### config.mk
export PLATFORM = sky130hd
export DESIGN_NAME = score_keeper
export DESIGN_NICKNAME = d
export VERILOG_FILES = /design/src/rtl/pong_pkg.sv /design/src/rtl/seg7_decoder.sv /design/src/rtl/score_keeper.sv
export SDC_FILE = /design/constraint.sdc
export NUM_CORES = 1
export LEC_CHECK = 0
export ABC_CLOCK_PERIOD_IN_PS = 2700
export CAP_MARGIN = 20
export CELL_PAD_IN_SITES_DETAIL_PLACEMENT = 1
export CELL_PAD_IN_SITES_GLOBAL_PLACEMENT = 1
export CORE_ASPECT_RATIO = 0.8
export CORE_MARGIN = 4
export CORE_UTILIZATION = 40
export CTS_BUF_LIST = sky130_fd_sc_hd__clkbuf_4
export DETAILED_ROUTE_END_ITERATION = 6
export PLACE_DENSITY = 0.83
export SLEW_MARGIN = 10
export SYNTH_ARGS = -nofsm -noshare
export SYNTH_HDL_FRONTEND = slang
export SYNTH_HIERARCHICAL = 1
export SYNTH_SLANG_ARGS = --single-unit
### constraint.sdc
create_clock -name i_CLK -period 2.7 [get_ports i_CLK]
set_input_delay 0.54 -clock i_CLK [delete_from_list [all_inputs] [get_ports i_CLK]]
set_output_delay 0.54 -clock i_CLK [all_outputs]
set_load 0.02 [all_outputs]
### src/rtl/pong_pkg.sv
// Shared pong constants: match-state encodings, control key bytes and the blank digit pattern.
package pong_pkg;

  typedef enum logic [1:0] {
    ST_IDLE = 2'd0,
    ST_PLAY = 2'd1,
    ST_HOLD = 2'd2,
    ST_OVER = 2'd3
  } state_e;

  localparam logic [7:0] KEY_START   = 8'd103;  // 'g'
  localparam logic [7:0] KEY_RESTART = 8'd98;   // 'b'
  localparam logic [6:0] SEG_BLANK   = 7'h7F;

endpackage

### src/rtl/seg7_decoder.sv
// Combinational BCD digit to active-low seven-segment pattern, bit order {g,f,e,d,c,b,a}.
module seg7_decoder
  import pong_pkg::*;
(
  input  logic [3:0] digit_i,
  output logic [6:0] seg_o
);

  always_comb begin
    seg_o = SEG_BLANK;
    case (digit_i)
      4'd0: seg_o = 7'b1000000;
      4'd1: seg_o = 7'b1111001;
      4'd2: seg_o = 7'b0100100;
      4'd3: seg_o = 7'b0110000;
      4'd4: seg_o = 7'b0011001;
      4'd5: seg_o = 7'b0010010;
      4'd6: seg_o = 7'b0000010;
      4'd7: seg_o = 7'b1111000;
      4'd8: seg_o = 7'b0000000;
      4'd9: seg_o = 7'b0010000;
      default: seg_o = SEG_BLANK;
    endcase
  end

endmodule

### src/rtl/score_keeper.sv
// Match score tracking and play/serve-hold/game-over sequencing for two players,
// with registered seven-segment score digits.
module score_keeper
  import pong_pkg::*;
#(
  parameter int         WIN_SCORE   = 7,
  parameter logic [7:0] START       = KEY_START,
  parameter logic [7:0] RESTART     = KEY_RESTART,
  parameter int         HOLD_CYCLES = 25_000_000,
  parameter int         HOLD_W      = 25
) (
  input  logic       i_CLK,
  input  logic       i_RST,
  input  logic [7:0] i_key_byte,
  input  logic       i_p1_scored,
  input  logic       i_p2_scored,
  output logic [3:0] o_p1_score,
  output logic [3:0] o_p2_score,
  output logic [6:0] o_p1_seg,
  output logic [6:0] o_p2_seg,
  output logic       o_play_enable,
  output logic       o_game_over,
  output logic       o_winner,
  output logic [1:0] o_state
);

  localparam logic [3:0]        WIN_Q     = 4'(WIN_SCORE);
  localparam logic [HOLD_W-1:0] HOLD_LOAD = HOLD_W'(HOLD_CYCLES - 1);

  state_e            state_q, state_d;
  logic [3:0]        p1_q, p1_d, p2_q, p2_d;
  logic [HOLD_W-1:0] hold_q, hold_d;
  logic              winner_q, winner_d;
  logic              p1_prev_q, p2_prev_q;
  logic [6:0]        p1_seg_q, p2_seg_q;
  logic [6:0]        p1_seg_d, p2_seg_d;
  logic              p1_edge, p2_edge;
  logic [3:0]        p1_inc, p2_inc;

  assign p1_edge = i_p1_scored & ~p1_prev_q;
  assign p2_edge = i_p2_scored & ~p2_prev_q;
  assign p1_inc  = p1_q + 4'd1;
  assign p2_inc  = p2_q + 4'd1;

  always_comb begin
    state_d  = state_q;
    p1_d     = p1_q;
    p2_d     = p2_q;
    hold_d   = hold_q;
    winner_d = winner_q;
    if (i_key_byte == RESTART) begin
      state_d  = ST_IDLE;
      p1_d     = 4'd0;
      p2_d     = 4'd0;
      hold_d   = '0;
      winner_d = 1'b0;
    end else begin
      case (state_q)
        ST_IDLE: if (i_key_byte == START) state_d = ST_PLAY;
        ST_PLAY: begin
          // p1 wins a simultaneous rise; p2's edge is simply dropped.
          if (p1_edge) begin
            p1_d = p1_inc;
            if (p1_inc == WIN_Q) begin
              state_d  = ST_OVER;
              winner_d = 1'b0;
            end else begin
              state_d = ST_HOLD;
              hold_d  = HOLD_LOAD;
            end
          end else if (p2_edge) begin
            p2_d = p2_inc;
            if (p2_inc == WIN_Q) begin
              state_d  = ST_OVER;
              winner_d = 1'b1;
            end else begin
              state_d = ST_HOLD;
              hold_d  = HOLD_LOAD;
            end
          end
        end
        ST_HOLD: begin
          if (hold_q == '0) state_d = ST_PLAY;
          else              hold_d  = hold_q - HOLD_W'(1);
        end
        ST_OVER: ;
      endcase
    end
  end

  seg7_decoder u_p1_dec (.digit_i(p1_q), .seg_o(p1_seg_d));
  seg7_decoder u_p2_dec (.digit_i(p2_q), .seg_o(p2_seg_d));

  always_ff @(posedge i_CLK) begin
    if (i_RST) begin
      state_q   <= ST_IDLE;
      p1_q      <= 4'd0;
      p2_q      <= 4'd0;
      hold_q    <= '0;
      winner_q  <= 1'b0;
      p1_prev_q <= 1'b0;
      p2_prev_q <= 1'b0;
      p1_seg_q  <= 7'b1000000;
      p2_seg_q  <= 7'b1000000;
    end else begin
      state_q   <= state_d;
      p1_q      <= p1_d;
      p2_q      <= p2_d;
      hold_q    <= hold_d;
      winner_q  <= winner_d;
      p1_prev_q <= i_p1_scored;
      p2_prev_q <= i_p2_scored;
      p1_seg_q  <= p1_seg_d;
      p2_seg_q  <= p2_seg_d;
    end
  end

  assign o_p1_score    = p1_q;
  assign o_p2_score    = p2_q;
  assign o_p1_seg      = p1_seg_q;
  assign o_p2_seg      = p2_seg_q;
  assign o_play_enable = (state_q == ST_PLAY);
  assign o_game_over   = (state_q == ST_OVER);
  assign o_winner      = winner_q;
  assign o_state       = state_q;

endmodule

==> changes_impl.md <==
### Implementation results

- Total global-route track usage: 18.8%
- Total of warnings raised by yosys: 6
- Worst hold slack: 0.497 ns
- H-Tree Level Count: 2
- Post-Synthesis Cells: 357
- Vias per cell: 5.54
- Area post-placement: 3610 µm²
- Std-Cell Rows: 28
- Fin nets: 435
- DR DRC count: 0
- Number of top-level design ports: 39
- Total leakage power: 1.34 nW
- Relative slew slack: 38.8%
- CP Data Required Time: 2.99 ns
- Final Worst Setup Slack: 0.0878 ns
- Most common reg cell: dfxtp_1
- Final routed wirelength across all metal layers: 8.39 mm
- Clock root buffer master: clkbuf_4
- Outcome: complete, no violations
- Ys flops: 52
- R2R cell count: 6
- Shortest clock period the worst path allows after layout: 2.61 ns
- Cell occurring most often along the worst timing path: or4_4
- Post-synthesis instance area: 3030 µm²
- Count of flip-flops with a built-in enable after synthesis: 0
- HPWL after detailed placement: 6.07 mm
- Accumulated negative setup slack: 0 ns
- # port buffers: 38
- Critical R2R Capture: o_state[1]$_SDFFE_PP0P_
- Initial DRC count: 128
- Initial antenna violation count: 0
- Count of placed standard cells including taps: 501
- Final routed wire length divided by cell count: 16.5 µm
- Insertion delay of the later-clocked pin in the worst-skew pair: 0.39 ns
- Number of warnings the tools reported: 40
- Final ANT Viol Nets: 0
- Maximum Capacitance Violations: 0
- Fraction of synthesized cell area taken by the top area cell type: 34.3%
## critical path, delay by kind of cell (launching register included)
| kind | cells | cell delay, ns |
|---|---|---|
| flip-flops | 1 | 0.38 |
| multiplexers | 1 | 0.25 |
| AND/OR/NAND/NOR | 4 | 1.56 |
| AND-OR/OR-AND | 1 | 0.33 |
## Yosys cell counts (4+ instances only)
master and n:
a311oi_1 14, buf_6 4, nor3_1 8, o31ai_1 6
nor2b_1 15, or2_2 7, clkbuf_1 12, dfxtp_1 52
ha_1 20, inv_1 14, o41ai_1 4, o21ai_0 17
nand2b_1 13, or3_1 8, nor2_1 30, nand2_1 28
nor4_1 7, a21oi_1 20, a31oi_1 14
## report_power, final
group / internal (mW) / switching [mW]
clock network: 0.0966 / 0.270
logic: 0.824 / 1.15
registers: 0.892 / 0.136
total: 1.81 / 1.56
## kinds of logic after synthesis
family / after synthesis / share of synthesized area, %
and+or+nand+nor: 148 / 27.6
AOI/OAI and AO/OA: 96 / 22.4
DFF: 52 / 34.3
buffers and inverters: 34 / 5.32
adders and majority gates: 20 / 8.25
xor gates and xnor gates: 5 / 1.44
muxes: 2 / 0.660
## stage by stage
stage,power (mW),util [%]
after CTS,3.32,49.5
after global routing,3.62,49.8
after floorplan,2.35,-
after global placement,2.85,48.8
final,3.37,49.8
after detailed placement,2.94,48.8
## registers in the layout (all words and copies together) (netlist names), 2 cells and up
signal	cells
o_state	2
o_p2_seg	7
hold_q	25
o_p1_score	4
o_p1_seg	7
o_p2_score	4
## how the worst max path moves through the flow
stage	slack, ns	cells past startpoint	from	end
global route	-0.008	8	o_p1_score[0]$_SDFFE_PP0N_	hold_q[2]$_SDFFE_PP0P_
detailed placement	-0.01	7	i_p1_scored	hold_q[16]$_SDFFE_PP0P_
floorplan	0.17	10	o_state[1]$_SDFFE_PP0P_	hold_q[11]$_SDFFE_PP0P_
CTS	0.003	5	hold_q[20]$_SDFFE_PP0P_	hold_q[16]$_SDFFE_PP0P_
finish	0.09	6	hold_q[20]$_SDFFE_PP0P_	o_state[1]$_SDFFE_PP0P_
global placement	0.07	7	i_p1_scored	hold_q[6]$_SDFFE_PP0P_
## cell type report
type / count / share of cell area (%)
multi-input combinational: 271 / 50.3
sequential: 52 / 28.3
timing repair buffer: 59 / 15.0
tap: 105 / 3.57
inverter: 14 / 1.43
clock buffer: 5 / 1.02
clock inverter: 3 / 0.374
## metal layers
metal	share of wire, %	GRT usage [%]
met3	4.3	4.67
met2	46	31.3
met1	48	24.2
met4	1.6	5.60
met5	0	0
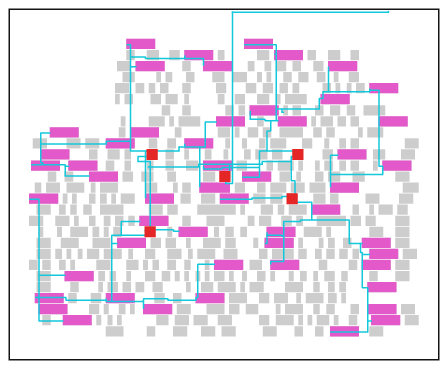
(images/clk_routes.png)
Key: clock wires = cyan [length 729 µm]; flip-flops = magenta [count 52]; clock drivers = red [count 5]
Position of the flops: spread over the die.
power consumed by the clock network: 366 µW
worst setup skew after layout: 0.0239 ns

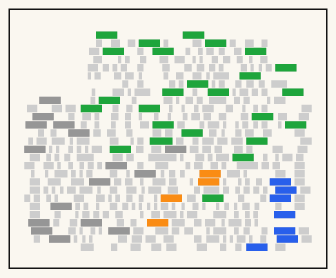
(images/flops_by_reg.png)
Key: o_p2_score = orange [flops 4]; o_p2_seg = blue [flops 7, where south-east]; hold_q = green [flops 25]
Seq power: 1.03 mW
flop share of the area: 28.3%
Storage cell area: 1040 µm²
final core occ: 49.8%

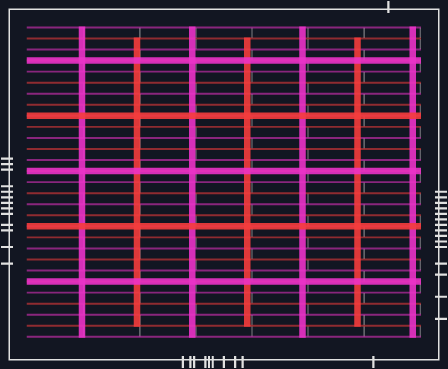
(images/power_grid.png)
Pins as bars on the die edge. Tap cells in grey.
Key: VDD = red; VSS = magenta
7 straps on met4. The core has 28 rows. 105 tap cells.
die outline width: 105 µm
Die Y-Extent: 85.9 µm
IR drop worst, VDD: 469 µV
core footprint: 7390 µm²

Power is estimated from default activity; no workload was simulated.
